Figure 1. Port wiring (run 1).
Scale: 4 px per µm.
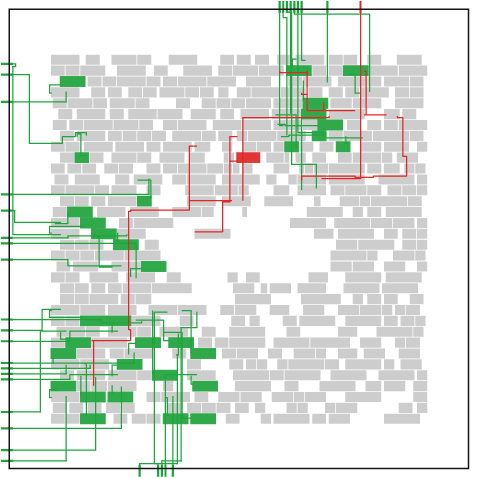
Figure 2. Placed standard cells (run 1).
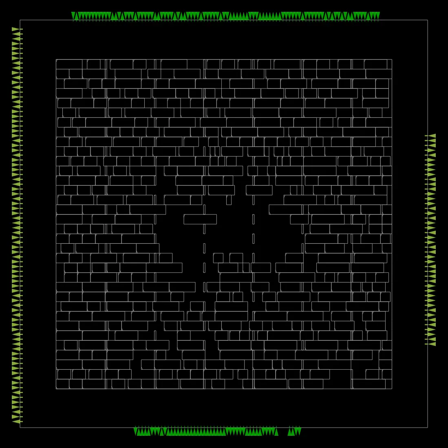
Figure 3. Signal wires on met2 (run 1).
Scale: 4 px per µm.
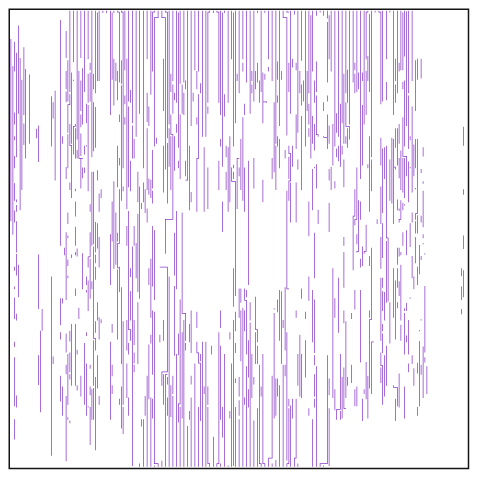
Figure 4. Clock distribution (run 1).
Scale: 2 px per µm.
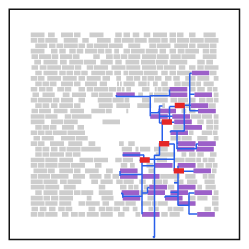
<file path="src/rtl/dmem_arb_pkg.sv">
// Shared constants for the data-memory arbiter: port indices and lock-state encoding.
package dmem_arb_pkg;

   localparam logic PORT_CORE = 1'b0;
   localparam logic PORT_LOAD = 1'b1;

   typedef enum logic {
      UNLOCKED = 1'b0,
      LOCKED   = 1'b1
   } lock_state_e;

endpackage

</file>
<file path="src/rtl/dmem_arbiter_if.sv">
// Requester and memory-side signals of dmem_arbiter; lock1 exists only with DMEM_ARB_LOCK_EN.
interface dmem_arbiter_if #(
   parameter int AW = 32,
   parameter int DW = 32
);
   logic          req0, req1;
   logic          we0, we1;
   logic [AW-1:0] addr0, addr1;
   logic [DW-1:0] wdata0, wdata1;
   logic          gnt0, gnt1;
   logic          rvalid0, rvalid1;
   logic [DW-1:0] rdata;
   logic          stall0;
   logic [AW-1:0] mem_a;
   logic [DW-1:0] mem_wd;
   logic          mem_we;
   logic [DW-1:0] mem_rd;
`ifdef DMEM_ARB_LOCK_EN
   logic          lock1;
`endif

   modport slave (
`ifdef DMEM_ARB_LOCK_EN
      input  lock1,
`endif
      input  req0, req1, we0, we1, addr0, addr1, wdata0, wdata1, mem_rd,
      output gnt0, gnt1, rvalid0, rvalid1, rdata, stall0, mem_a, mem_wd, mem_we
   );

   modport master (
`ifdef DMEM_ARB_LOCK_EN
      output lock1,
`endif
      output req0, req1, we0, we1, addr0, addr1, wdata0, wdata1, mem_rd,
      input  gnt0, gnt1, rvalid0, rvalid1, rdata, stall0, mem_a, mem_wd, mem_we
   );

endinterface

</file>
<file path="src/rtl/dmem_arbiter_rr_arb2.sv">
// Two-input round-robin arbiter with a last-granted pointer; hold1 pins the grant to port 1.
module rr_arb2
   import dmem_arb_pkg::*;
(
   input  logic clk,
   input  logic rst,
   input  logic req0,
   input  logic req1,
   input  logic hold1,
   output logic gnt0,
   output logic gnt1
);

   logic last_q;

   // NOTE: every output gets a default before the ifs so no path leaves it unassigned (no latch).
   always_comb begin
      gnt0 = 1'b0;
      gnt1 = 1'b0;
      if (rst) begin
         if (hold1) begin
            gnt1 = req1;
         end else if (req0 && req1) begin
            gnt0 = (last_q == PORT_LOAD);
            gnt1 = (last_q == PORT_CORE);
         end else begin
            gnt0 = req0;
            gnt1 = req1;
         end
      end
   end

   // NOTE: state registers use non-blocking assignment so all flops update together at the edge.
   always_ff @(posedge clk or negedge rst) begin
      if (!rst) begin
         last_q <= PORT_LOAD;
      end else if (gnt0) begin
         last_q <= PORT_CORE;
      end else if (gnt1) begin
         last_q <= PORT_LOAD;
      end
   end

endmodule

</file>
<file path="src/rtl/dmem_arbiter.sv">
// Data-memory arbiter between the core (port 0) and loader/debug (port 1), 1-cycle reads.
// Optional port-1 bus lock is enabled by defining DMEM_ARB_LOCK_EN.
module dmem_arbiter
   import dmem_arb_pkg::*;
#(
   parameter int AW = 32,
   parameter int DW = 32
) (
   input  logic           clk,
   input  logic           rst,
   dmem_arbiter_if.slave  bus
);

   logic          gnt0, gnt1;
   logic          hold1;
   logic [AW-1:0] mem_a_mux;
   logic [DW-1:0] mem_wd_mux;
   logic          mem_we_mux;
   logic [DW-1:0] rdata_q;
   logic          rvalid0_q, rvalid1_q;
   logic          rd_grant;

   rr_arb2 u_rr_arb2 (
      .clk   (clk),
      .rst   (rst),
      .req0  (bus.req0),
      .req1  (bus.req1),
      .hold1 (hold1),
      .gnt0  (gnt0),
      .gnt1  (gnt1)
   );

`ifdef DMEM_ARB_LOCK_EN
   lock_state_e lock_q;

   // Port 1 keeps the bus while it both requests and asserts lock1.
   always_ff @(posedge clk or negedge rst) begin
      if (!rst) begin
         lock_q <= UNLOCKED;
      end else begin
         case (lock_q)
            UNLOCKED: if (gnt1 && bus.lock1) lock_q <= LOCKED;
            LOCKED:   if (!bus.lock1 || !bus.req1) lock_q <= UNLOCKED;
            default:  lock_q <= UNLOCKED;
         endcase
      end
   end

   assign hold1 = (lock_q == LOCKED);
`else
   assign hold1 = 1'b0;
`endif

   always_comb begin
      mem_a_mux  = '0;
      mem_wd_mux = '0;
      mem_we_mux = 1'b0;
      if (gnt0) begin
         mem_a_mux  = bus.addr0;
         mem_wd_mux = bus.wdata0;
         mem_we_mux = bus.we0;
      end else if (gnt1) begin
         mem_a_mux  = bus.addr1;
         mem_wd_mux = bus.wdata1;
         mem_we_mux = bus.we1;
      end
   end

   assign rd_grant = (gnt0 && !bus.we0) || (gnt1 && !bus.we1);

   // NOTE: rdata is a single register, so it is reset; a RAM array would be left unreset.
   always_ff @(posedge clk or negedge rst) begin
      if (!rst) begin
         rdata_q   <= '0;
         rvalid0_q <= 1'b0;
         rvalid1_q <= 1'b0;
      end else begin
         rvalid0_q <= gnt0 && !bus.we0;
         rvalid1_q <= gnt1 && !bus.we1;
         if (rd_grant) rdata_q <= bus.mem_rd;
      end
   end

   assign bus.gnt0    = gnt0;
   assign bus.gnt1    = gnt1;
   assign bus.stall0  = bus.req0 && !gnt0;
   assign bus.mem_a   = mem_a_mux;
   assign bus.mem_wd  = mem_wd_mux;
   assign bus.mem_we  = mem_we_mux;
   assign bus.rdata   = rdata_q;
   assign bus.rvalid0 = rvalid0_q;
   assign bus.rvalid1 = rvalid1_q;

endmodule

</file>
<file path="src/flat_wrapper.sv">
// flat-port wrapper written by rule: the top's interface ports become plain ports
module dmem_arbiter_flat import dmem_arb_pkg::*;
#(
   parameter int AW = 32,
   parameter int DW = 32
)
  (clk, rst, bus_req0, bus_req1, bus_we0, bus_we1, bus_addr0, bus_addr1, bus_wdata0, bus_wdata1, bus_mem_rd, bus_gnt0, bus_gnt1, bus_rvalid0, bus_rvalid1, bus_rdata, bus_stall0, bus_mem_a, bus_mem_wd, bus_mem_we);
  dmem_arbiter_if #(.AW(AW), .DW(DW)) bus_i ();
  input  logic clk;
  input  logic rst;
  input wire logic [$bits(bus_i.req0)-1:0] bus_req0;
  input wire logic [$bits(bus_i.req1)-1:0] bus_req1;
  input wire logic [$bits(bus_i.we0)-1:0] bus_we0;
  input wire logic [$bits(bus_i.we1)-1:0] bus_we1;
  input wire logic [$bits(bus_i.addr0)-1:0] bus_addr0;
  input wire logic [$bits(bus_i.addr1)-1:0] bus_addr1;
  input wire logic [$bits(bus_i.wdata0)-1:0] bus_wdata0;
  input wire logic [$bits(bus_i.wdata1)-1:0] bus_wdata1;
  input wire logic [$bits(bus_i.mem_rd)-1:0] bus_mem_rd;
  output wire logic [$bits(bus_i.gnt0)-1:0] bus_gnt0;
  output wire logic [$bits(bus_i.gnt1)-1:0] bus_gnt1;
  output wire logic [$bits(bus_i.rvalid0)-1:0] bus_rvalid0;
  output wire logic [$bits(bus_i.rvalid1)-1:0] bus_rvalid1;
  output wire logic [$bits(bus_i.rdata)-1:0] bus_rdata;
  output wire logic [$bits(bus_i.stall0)-1:0] bus_stall0;
  output wire logic [$bits(bus_i.mem_a)-1:0] bus_mem_a;
  output wire logic [$bits(bus_i.mem_wd)-1:0] bus_mem_wd;
  output wire logic [$bits(bus_i.mem_we)-1:0] bus_mem_we;
  assign bus_i.req0 = bus_req0;
  assign bus_i.req1 = bus_req1;
  assign bus_i.we0 = bus_we0;
  assign bus_i.we1 = bus_we1;
  assign bus_i.addr0 = bus_addr0;
  assign bus_i.addr1 = bus_addr1;
  assign bus_i.wdata0 = bus_wdata0;
  assign bus_i.wdata1 = bus_wdata1;
  assign bus_i.mem_rd = bus_mem_rd;
  assign bus_gnt0 = bus_i.gnt0;
  assign bus_gnt1 = bus_i.gnt1;
  assign bus_rvalid0 = bus_i.rvalid0;
  assign bus_rvalid1 = bus_i.rvalid1;
  assign bus_rdata = bus_i.rdata;
  assign bus_stall0 = bus_i.stall0;
  assign bus_mem_a = bus_i.mem_a;
  assign bus_mem_wd = bus_i.mem_wd;
  assign bus_mem_we = bus_i.mem_we;
  dmem_arbiter #(.AW(AW), .DW(DW)) u_core (.clk(clk), .rst(rst), .bus(bus_i));
endmodule
</file>
<file path="config.mk">
export PLATFORM = sky130hd
export DESIGN_NAME = dmem_arbiter_flat
export DESIGN_NICKNAME = d
export VERILOG_FILES = /design/src/rtl/dmem_arb_pkg.sv /design/src/rtl/dmem_arbiter_if.sv /design/src/rtl/dmem_arbiter_rr_arb2.sv /design/src/rtl/dmem_arbiter.sv /design/src/flat_wrapper.sv
export SDC_FILE = /design/constraint.sdc
export NUM_CORES = 1
export LEC_CHECK = 0
export CORE_MARGIN = 10
export CORE_UTILIZATION = 22
export CTS_CLUSTER_DIAMETER = 40
export DETAILED_ROUTE_END_ITERATION = 8
export PLACE_DENSITY = 0.77
export SYNTH_ARGS = -nofsm -noshare
export SYNTH_HDL_FRONTEND = slang
export SYNTH_SLANG_ARGS = --single-unit
</file>
<file path="constraint.sdc">
create_clock -name clk -period 1.5 [get_ports clk]
set_input_delay 0.15 -clock clk [delete_from_list [all_inputs] [get_ports clk]]
set_output_delay 0.15 -clock clk [all_outputs]
set_load 0.05 [all_outputs]
</file>
==> results.json, run 1 <==
{
  "top_area_share_pct": 43.37,
  "vias_per_cell": 4.788,
  "die_area_mm2": 0.01310,
  "rsz0062_at_grt": "true",
  "ant_nets": 0,
  "cts_made_buffers": 5,
  "finalMaxSlewViolations": 0,
  "holdCritStartpoint": "rst",
  "grt.overflow.total": 0,
  "fp-utilization_pct": 22.50,
  "syn_to_final_growth_pct": 234.2,
  "yosysCellCount": 162,
  "die_y_um": 114.4,
  "synthCells": 162,
  "total_power_mw": 5.961,
  "worst_slack_ns": -0.3661,
  "critPathBufInv": 4,
  "critPathLaunchType": "flop",
  "first_global_vias": 3117,
  "final.min_clock_period_ns": 1.866,
  "critPathRequiredTime_ns": 1.35,
  "fmax_mhz": 535.9,
  "ios": 268,
  "placed_area_mm2": 0.005761,
  "hold_class": "input pin to flop",
  "die_w_um": 114.4,
  "ys_warn_count": 0,
  "grt_use_total_pct": 18.92,
  "ys.flops": 35,
  "cp_slowest_cell": "dfstp_2",
  "clockBufferDepth": 2,
  "cp_max_fo": 9,
  "syn_area_mm2": 0.001962,
  "dp_cells": 537,
  "crit_path_frequent_cell": "buf_12",
  "slowest_delay_ns": 0.54,
  "grt_pass1_wl_um": 19250,
  "slew-limit-headroom_pct": 69.94,
  "cts_tree": "yes",
  "setup-tns-final_ns": -31.88,
  "hold_depth": 3,
  "ir_worst_vdd_v": 0.0004567,
  "yosys-stat-area_mm2": 0.001962,
  "ff2ff_path_depth": 8,
  "ff2ff_setup_slack_ns": -0.36,
  "syn_nets": 328,
  "warning_count": 29,
  "critPathCaptureType": "output port",
  "dp_hpwl_um": 10840,
  "post_synth_num_cell_types": 16,
  "hold_viol": 0,
  "outcome": "finished with violations",
  "drt-pass1-iter-count": 4,
  "htreeDepth": 2,
  "largest_area_cell": "dfrtp_1",
  "post_drt_wl_per_cell_um": 24.78,
  "power_density_mw_per_mm2": 909.2,
  "cap_violations": 0,
  "drtIter0Drc": 95,
  "drc": 0,
  "p_leak_nw": 2.977,
  "drive_gt1_share_pct": 54.27,
  "lay_top_count": "clkdlybuf4s50_1",
  "grt_max_degree": 37,
  "pre_cts_ws_ns": -0.3144,
  "cts_root_buf": "clkbuf_8",
  "r2r-end": "u_core.bus.rdata[13]",
  "final_util_pct": 75.18,
  "arrival_ns": 1.72,
  "clk_pin_slew_ns": 0.06,
  "antennaDiodeCount": 0,
  "fin_crit_sh_pct": 124.4,
  "fin_nets": 623,
  "place_congestion": 0.7961,
  "finish.instance_area_mm2": 0.006556,
  "io_buffers": 267,
  "crit_type": "flop to output port",
  "hold_end": "u_core.u_rr_arb2.last_q",
  "r2r-start": "u_core.u_rr_arb2.last_q",
  "path_cells": "inv_2, a21oi_4, buf_12, buf_12, a22o_2, buf_12",
  "top_cells_by_area": "dfrtp_1 43%, a22o_1 29%, mux2_1 17%",
  "synth.avg_cell_area_um2": 12.11,
  "worstMarginPinSlew_ns": 0.4509,
  "violations": "negative setup slack",
  "cp_top_family": "flip-flops",
  "clock-sinks": 35,
  "layout_top_cells": "164 x clkdlybuf4s50_1, 79 x buf_12, 49 x a22o_4",
  "holdWs_ns": 0.2039,
  "setup_viol": 100,
  "ys_seq_share_pct": 44.71,
  "antenna_found_initial": 0
}
-- Figure 1 (at the start) --
red -> `bus_gnt0`  # direction output, edge north, end cells 1, buffers 4, wire 324 µm
green -> `bus_mem_wd`  # direction output, edge 19 west, 8 north, 5 south, end cells 32, buffers 32, wire 1,280 µm

-- Figure 2 (at the start) --
Site Rows: 34
num tapcells: 108
core area: 0.008721 mm²
Layout fillers: 554
final non-filler cell total: 565

-- Figure 3 (at the start) --
share of all routed wire = 54%
longest straight run = 56.3 µm
wire length on this layer = 7,610 µm
via count: 2,705
final WL: 14,000 µm
M2 GR Usage: 34.20%

-- Figure 4 (at the start) --
red -> clock drivers  # count 5
purple -> flip-flops  # count 35
blue -> clock wires  # length 400 µm
routed clock nets = 6
Late-Pin Clk Latency: 0.27 ns
Max Clock Skew: 0.002863 ns
clock group share of total power: 11.1%
P_clk: 664 µW

==> run 1: worst reg2reg max path: stages, from the launching register on <==
cell	delay (ns)
dfstp_2	0.54
inv_2	0.05
a21oi_4	0.21
buf_4	0.17
a22oi_2	0.09
buf_6	0.14
buf_12	0.12
buf_16	0.14
mux2_4	0.30
==> run 1: synth_stat cells <==
library cell / instances
a21oi_1: 2
a21oi_2: 1
a22o_1: 65
a22oi_2: 1
and2_1: 2
and3_1: 1
buf_2: 7
buf_4: 2
clkbuf_1: 8
dfrtp_1: 34
dfstp_2: 1
inv_1: 3
mux2_1: 30
mux2_2: 2
nand2_1: 2
nor2b_1: 1
==> run 1: cells by family (layout without fill, tap and decap cells) <==
logic type | count (synthesis) | in the layout | synth area share [%]
flops | 35 | 35 | 44.71
buf+inv | 20 | 315 | 4.655
simple gates | 6 | 6 | 1.659
compound gates | 69 | 69 | 30.61
mux | 32 | 32 | 18.37
==> run 1: repair_timing <==
item	in CTS	in global routing
hold endpoints to repair	34	0
setup endpoints to repair	100	100
buffers inserted	8	2
hold buffers	1	0
pin swaps	3	20
cloned	4	6
gates resized	41	31
==> run 1: state kept, by name, indices dropped and copies added, names as in the netlist <==
| signal | flops |
|---|---|
| u_core.bus.rvalid1 | 1 |
| u_core.bus.rdata | 32 |
| u_core.bus.rvalid0 | 1 |
| u_core.u_rr_arb2.last_q | 1 |
==> run 1: how the worst max path moves through the flow <==
stage	from	endpoint	slack, ns	cells after the start
6_report	u_core.u_rr_arb2.last_q	bus_mem_a[27]	-0.37	6
5_1_grt	u_core.u_rr_arb2.last_q	bus_mem_wd[1]	-0.41	6
4_1_cts	u_core.u_rr_arb2.last_q	bus_mem_a[29]	-0.37	6
3_5_place_dp	bus_req1	u_core.bus.rdata[6]	-0.31	6
3_3_place_gp	bus_req1	u_core.bus.rdata[10]	-0.26	6
2_1_floorplan	u_core.u_rr_arb2.last_q	bus_mem_wd[22]	-0.05	4
==> run 1: cell type report <==
| type | instances | area [µm²] |
|---|---|---|
| inverters | 3 | 11.26 |
| well taps | 108 | 135.1 |
| repair buffers | 305 | 3869 |
| multi-input cells | 107 | 1577 |
| flip-flops and latches | 35 | 877.1 |
| clock inverters | 1 | 5.005 |
| clock buffers | 6 | 82.58 |
| fillers | 554 | 2165 |
==> run 1: report_power, final <==
group | switching [mW] | internal [mW]
sequential | 0.139 | 1.18
combinational | 2.06 | 1.92
clock | 0.304 | 0.360
total | 2.50 | 3.46
==> run 1: metal layers <==
metal	wire length (µm)	global-route usage (%)	share of wire [%]	up-vias
met1	4523	19.16	32	1295
met2	7608	34.20	54	150
met4	361	5.597	2.6	0
met5	0	0	0	-
met3	1506	8.176	11	20
li1	-	-	-	1240
==> run 1 -> run 2 <==
- CAP_MARGIN: default -> 5
- GPL_TIMING_DRIVEN: default -> 0
- SKIP_CTS_REPAIR_TIMING: default -> 1
Figure 5. Clock distribution (run 2).
Scale: 2 px per µm.
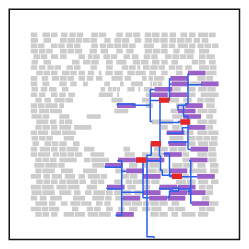
red -> clock drivers  # count 5
purple -> flip-flops  # count 35
blue -> clock wires  # length 428 µm
routed clock nets = 6

Figure 6. Signal wires on met2 (run 2).
Scale: 4 px per µm.
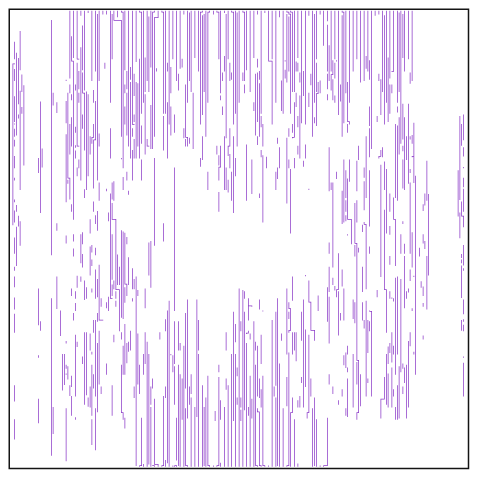
main direction = vertical
wire length on this layer = 6,770 µm
longest straight run = 58.6 µm
nets with wire on the layer = 564
share of all routed wire = 53%

==> run 2 against run 1 <==
The run still ends with negative setup slack left. Wire length shrank 9.6%. First-iteration DRC count shrank 12%. Utilization shrank 6.9 points. Power shrank 4.4%. Global-route usage shrank 2.7 points.
==> results.json, run 2 <==
{
  "fmax_mhz": 524.3,
  "post_drt_wl_per_cell_um": 22.60,
  "ys_seq_share_pct": 44.71,
  "yosys.area_share.aoi_pct": 30.61,
  "cts_made_buffers": 5,
  "syn_nets": 328,
  "holdCritStartpoint": "rst",
  "cp_top_family": "buffers and inverters",
  "largest_reg_flops": 32,
  "ant_nets": 0,
  "ys_sh_mux_pct": 18.37,
  "place_congestion": 0.7739,
  "yosysCellCount": 162,
  "cp_slowest_cell": "dfstp_2",
  "yosysMostFrequentCell": "a22o_1",
  "vias": 2630,
  "clockBufferDepth": 2,
  "use_met2_pct": 28.69,
  "die_y_um": 114.4,
  "ios": 268,
  "arrival_ns": 1.76,
  "fin_skew_ns": 0.008977,
  "post_synth_num_cell_types": 16,
  "top_cells_by_count": "65 x a22o_1, 34 x dfrtp_1, 30 x mux2_1",
  "ir_worst_vdd_v": 0.0004332,
  "holdWs_ns": 0.1502,
  "power_density_mw_per_mm2": 956.9,
  "slew-limit-headroom_pct": 63.60,
  "largest_area_cell": "dfrtp_1",
  "fin_nets": 618,
  "hold_end": "u_core.u_rr_arb2.last_q",
  "critPathBufInv": 5,
  "worstMarginPinSlew_ns": 0.5451,
  "async_flop_share_pct": 100.0,
  "grt_use_total_pct": 16.24,
  "critPathCaptureType": "output port",
  "flop_cell": "dfrtp_1",
  "synth-edff-count": 0,
  "r2r-start": "u_core.u_rr_arb2.last_q",
  "top_area_share_pct": 43.37,
  "xor_share_pct": 0,
  "setup-tns-final_ns": -33.73,
  "synth.avg_cell_area_um2": 12.11,
  "ys.flops": 35,
  "use_met3_pct": 7.128,
  "clk_pin_slew_ns": 0.06,
  "cts_root_buf": "clkbuf_8",
  "use_met1_pct": 17.49,
  "vias_per_cell": 4.696,
  "ff2ff_path_depth": 8,
  "first_global_vias": 2795,
  "clk_latency_ns": 0.28,
  "critPathRequiredTime_ns": 1.35,
  "layout_top_cells": "163 x clkdlybuf4s50_1, 43 x buf_6, 42 x a22o_2",
  "yosys-stat-area_mm2": 0.001962,
  "worst_slack_ns": -0.4075,
  "drt-pass1-iter-count": 4,
  "drive_gt1_share_pct": 45.80,
  "htreeDepth": 2,
  "p_leak_nw": 2.981,
  "placementRows": 34,
  "crit_type": "flop to output port",
  "grt_max_degree": 39,
  "syn_area_mm2": 0.001962,
  "ff2ff_setup_slack_ns": -0.35,
  "core_area_mm2": 0.008721,
  "outcome": "finished with violations",
  "setup_viol": 99,
  "crit_path_frequent_cell": "buf_12",
  "final.min_clock_period_ns": 1.907,
  "clock-sinks": 35,
  "routed_wl_um": 12660,
  "syn_to_final_growth_pct": 203.7,
  "hold_depth": 3,
  "antenna_found_initial": 0,
  "synth.comb.largest_family": "AND-OR/OR-AND gates",
  "top_cells_by_area": "dfrtp_1 43%, a22o_1 29%, mux2_1 17%",
  "synthCells": 162,
  "cp_max_fo": 7,
  "ys_warn_count": 0,
  "violations": "negative setup slack",
  "die_w_um": 114.4,
  "dp_hpwl_um": 10180,
  "grt.overflow.total": 0,
  "busiest_layer": "met2"
}
Figure 7. Placed standard cells (run 2).
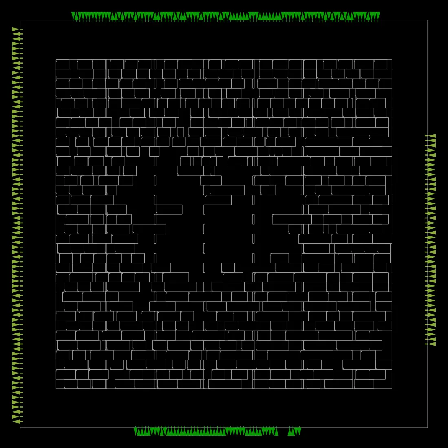
Layout fillers: 645
fin util: 68.32%
Seq area share: 14.72%

==> run 2: area by class of cell <==
type | count | area, µm² | area share, %
Buffer | 17 | 216.5 | 3.633
Clock buffer | 6 | 72.57 | 1.218
Clock inverter | 1 | 30.03 | 0.5040
Inverter | 3 | 11.26 | 0.1890
Multi-Input combinational cell | 107 | 1368 | 22.95
Sequential cell | 35 | 877.1 | 14.72
Tap cell | 108 | 135.1 | 2.268
Timing Repair Buffer | 283 | 3248 | 54.52
==> run 2: tightest hold or removal path, delay by kind of cell <==
kind,cells,cell delay [ns]
buffers and inverters,1,0.11
AND-OR/OR-AND,1,0.07
AND/OR/NAND/NOR,1,0.08
==> run 2: worst max path at each step <==
stage / from / end / slack, ns / cells after the start
6_report: u_core.u_rr_arb2.last_q / bus_mem_wd[8] / -0.41 / 7
5_1_grt: u_core.u_rr_arb2.last_q / bus_mem_wd[12] / -0.47 / 7
2_1_floorplan: u_core.u_rr_arb2.last_q / bus_mem_wd[22] / -0.05 / 4
4_1_cts: rst / bus_mem_wd[13] / -1.58 / 7
3_3_place_gp: rst / bus_mem_wd[13] / -2.59 / 7
3_5_place_dp: rst / bus_mem_wd[13] / -1.58 / 7
==> run 2: metal layers <==
metal	vias up	share of wire, %
met3	7	9.8
li1	1218	-
met2	139	53
met5	-	0
met4	0	0.71
met1	1266	36
==> run 2: power breakdown <==
group | internal (mW) | leakage (nW) | switching (mW) | total (mW)
clock | 0.487 | 0.0513 | 0.314 | 0.801
combinational | 1.65 | 2.52 | 1.96 | 3.61
sequential | 1.18 | 0.413 | 0.114 | 1.29
total | 3.31 | 2.98 | 2.39 | 5.70
==> run 2: stage by stage <==
step,setup WS [ns],area [µm²],std cells
after floorplan,-0.04761,2248,162
after global placement,-2.594,5056,537
after detailed placement,-1.577,5051,537
after CTS,-1.576,5154,544
after global routing,-0.4686,5958,560
final,-0.4075,5958,560
==> run 2: kinds of logic (layout without fill, tap and decap cells) <==
| group | count (synthesis) | in the layout |
|---|---|---|
| AOI/OAI and AO/OA | 69 | 69 |
| buffers and inverters | 20 | 310 |
| DFF | 35 | 35 |
| muxes | 32 | 32 |
| and+or+nand+nor | 6 | 6 |
Power figures rest on the tool's default switching activity, not on a simulated workload.
